==> config.mk <==
export PLATFORM = sky130hd
export DESIGN_NAME = sha1_core_chain_flat
export DESIGN_NICKNAME = d
export VERILOG_FILES = /design/src/rtl/sha1_core_chain_if.sv /design/src/rtl/sha1_core_chain.sv /design/src/flat_wrapper.sv
export SDC_FILE = /design/constraint.sdc
export NUM_CORES = 2
export LEC_CHECK = 0
export CAP_MARGIN = 20
export CORE_ASPECT_RATIO = 1.5
export CORE_UTILIZATION = 60
export CTS_BUF_LIST = sky130_fd_sc_hd__clkbuf_4 sky130_fd_sc_hd__clkbuf_8 sky130_fd_sc_hd__clkbuf_16
export DETAILED_ROUTE_END_ITERATION = 8
export GPL_TIMING_DRIVEN = 0
export PLACE_DENSITY = 0.86
export SETUP_SLACK_MARGIN = 0.02
export SKIP_LAST_GASP = 1
export SLEW_MARGIN = 20
export SYNTH_ARGS = -nofsm -noshare
export SYNTH_HDL_FRONTEND = slang
export SYNTH_SLANG_ARGS = --single-unit
==> constraint.sdc <==
create_clock -name clk -period 29.2 [get_ports clk]
set_input_delay 7.3 -clock clk [delete_from_list [all_inputs] [get_ports clk]]
set_output_delay 7.3 -clock clk [all_outputs]
set_load 0.005 [all_outputs]
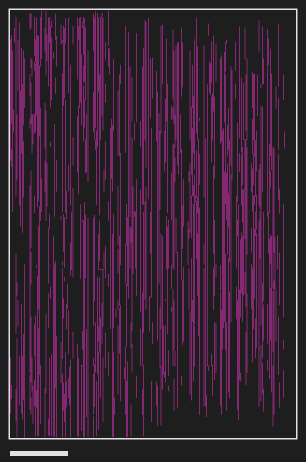
m4.png
Bar = 50 um.
- wire length on this layer: 28.9 mm
- share of all routed wire: 13%
- nets with wire on the layer: 351
final wirelength: 223,000 um
total vias in the final route: 43,919

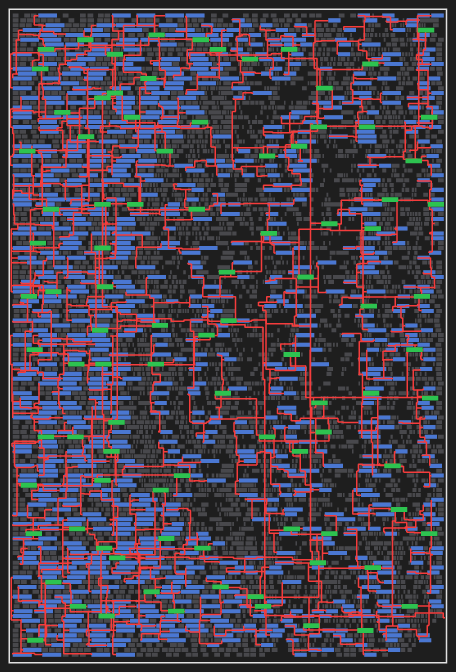
clock_wires.png
- green: clock-net drivers (count 95)
- blue: flip-flops (count 1,002)
- red: clock wires (length 13,400 um)
- routed clock nets: 96
reported clock group power: 1.30 mW
fraction of power consumed by the clock network: 0.274

==> notes.md <==
Quick summary of the implementation run below.

The number of failing hold endpoints at the final stage is 0. The number of max-cap violations came out at 0. The post-synthesis sequential area ratio is 0.505. The required time of the worst setup path is 29,590 ps.

The maximum number of pins on one net before global-route repair came out at 64. The number of nets still failing antenna checks after routing came out at 0. The final cell count without fillers came out at 6,783. In the synthesized netlist, the cells that appear most often are edfxtp_1 (672), nand2_1 (638), mux2_2 (481). The number of storage elements in the synthesis netlist is 1,002.

The synthesized netlist handed to floorplanning was reported with a cell count of 4,691. The synthesized netlist was found by Yosys to have 4,691 cells. TritonCTS built the clock tree. In the setup report, the worst path falls into the class in -> reg. Before any placement, the netlist area is recorded as 0.0531 mm^2.

The worst setup path is captured at a flip-flop. The quantity of hold-fixing buffers added after cts came out at 0. Per the gpl log, the routability congestion estimate is 1.07. The chip width is 245 um. The register with the most flip-flops in the layout has 512 of them. After detailed routing, the met3 layer carries 21,200 um of wire. The overall track demand over capacity in global routing is 0.477. The via count of the first global-routing pass is 44,067. The worst clock skew on the final layout is 32.4 ps. The total setup buffers inserted after CTS is 0. The met2 routed wirelength is 105,000 um.

The number of gates resized after CTS came out at 0. The post-synth count of flops with an enable pin is 672. The flow ran to the end, and the final reports show no timing, DRC or antenna violations. The share of Yosys cell area claimed by the top area cell type is 0.380. The first-iteration detailed-routing DRC count is 4,595.

The sequential share of power came out at 0.376. The mean number of vias per cell is 6.47. The switching portion of total power comes to 0.356. The routing layer with the top usage in global route is met2. The post-route total power came out at 4.74 mW. The worst reg-to-reg path cell count came out at 24. The number of buffer cells added on primary ports came out at 676. The met3 layer usage reported by global route is 0.102. The detail-routed net length per standard cell is 32.9 um. Yosys printed 0 warnings. The tool warning count is 30. The first-pass GRT wire length came out at 300,000 um. The switching power summed over all nets is 1.69 mW. The synthesized netlist net count is 5,527. The cell sitting at the root of the clock tree is a clkbuf_16.

The largest buffer count on any clock path is 3. The flop-to-flop setup slack is 20,270 ps. Of the cells placed in the final design, the portion with a size suffix greater than 1 is 0.129.

In this run the top signal layer used is met5. The starting utilization of the core area is 0.605. On met1, the global router reports a usage of 0.480.

The headroom to the max-slew limit came out at 0.105. Timing would allow up to 80.3 MHz. The worst vdd rail ir drop is 76.4 uV.

The areal power density over the cells came out at 72.9 mW/mm^2. The global route stage reports its total congestion overflow as 0. The post-route report lists met1 wire length as 67,500 um.

The residual DRC count came out at 0. In the power breakdown, the internal column shows 3.05 mW. Setup repair after global routing left no endpoint under its margin.

The final timing report counts setup violations totalling 0. In the finished design, the share of the clock period the worst path needs comes to 0.427. From synthesis to final layout, the design area changed by 22.5%. STA puts the critical path data arrival time at 12,850 ps.

The number of cells on the worst hold path is listed as 2. The placement row count is 133. The net count of the finished layout came out at 6,316.

The vertical extent of the die is 366 um. Looking at the worst setup and hold paths, the clock pins of their registers show a slew of 70 ps. The synthesis report lists the most area-consuming cells as edfxtp_1 (38%), dfxtp_1 (12%), mux2_2 (10%).

The number of sinks driven by the clock tree is 1,002. The commonest register cell after synthesis is edfxtp_1. The final instance area is 0.0650 mm^2. The later-pin clock latency in the skew report came out at 730 ps. After floorplanning, the core was sized to cover 0.0877 mm^2.
## per-stage QoR
step / worst slack [ps] / util
6_report: 16740 / 0.741
3_3_place_gp: 3070 / 0.699
2_1_floorplan: 9230 / -
3_5_place_dp: 16310 / 0.703
4_1_cts: 17020 / 0.739
5_1_grt: 16730 / 0.741
## power groups by stage
| stage | clock network, mW | registers (mW) | logic (mW) |
|---|---|---|---|
| after global routing | 1.33 | 1.78 | 1.79 |
| after floorplan | 0 | 1.79 | 1.09 |
| after global placement | 0 | 1.84 | 1.52 |
| after CTS | 1.28 | 1.77 | 1.60 |
| after detailed placement | 0 | 1.80 | 1.58 |
| final | 1.30 | 1.78 | 1.66 |
## placed cells by master, fill, tap and decap left out, drive strengths merged, types with 185 or more instances in the layout
master and count:
ha 206, clkdlybuf4s50 676, xnor2 201, nand2 638, o21ai 315, mux2 481
edfxtp 672, a21oi 185, inv 252, clkbuf 321, dfxtp 330
## critical path: stages
cell             delay (ps)
clkdlybuf4s50_1         670
and3_1                  300
clkbuf_1                540
clkbuf_1                730
clkbuf_1                800
clkbuf_1                830
a21o_4                  580
buf_12                  330
buf_16                  310
buf_16                  320
## cells by family (layout without fill, tap and decap cells)
group,after synthesis,count (layout),synth area share
buffers and inverters,460,1328,0.0326
adder cells (fa/ha/maj),320,320,0.0916
AND/OR/NAND/NOR,1062,1062,0.0868
other,0,77,0
flip-flops,1002,1002,0.505
XOR/XNOR,254,254,0.0419
AND-OR/OR-AND,1077,1077,0.134
multiplexers,516,516,0.109
## layout make-up
cell class	instances	area, um^2
Clock inverter	47	462
Buffer	219	837
Sequential cell	1002	26800
Clock buffer	129	2680
Antenna cell	77	193
Multi-Input combinational cell	3229	24600
Fill cell	5898	22700
Inverter	241	905
Tap cell	1147	1440
Timing Repair Buffer	692	7120
Power figures rest on the tool's default switching activity, not on a simulated workload.
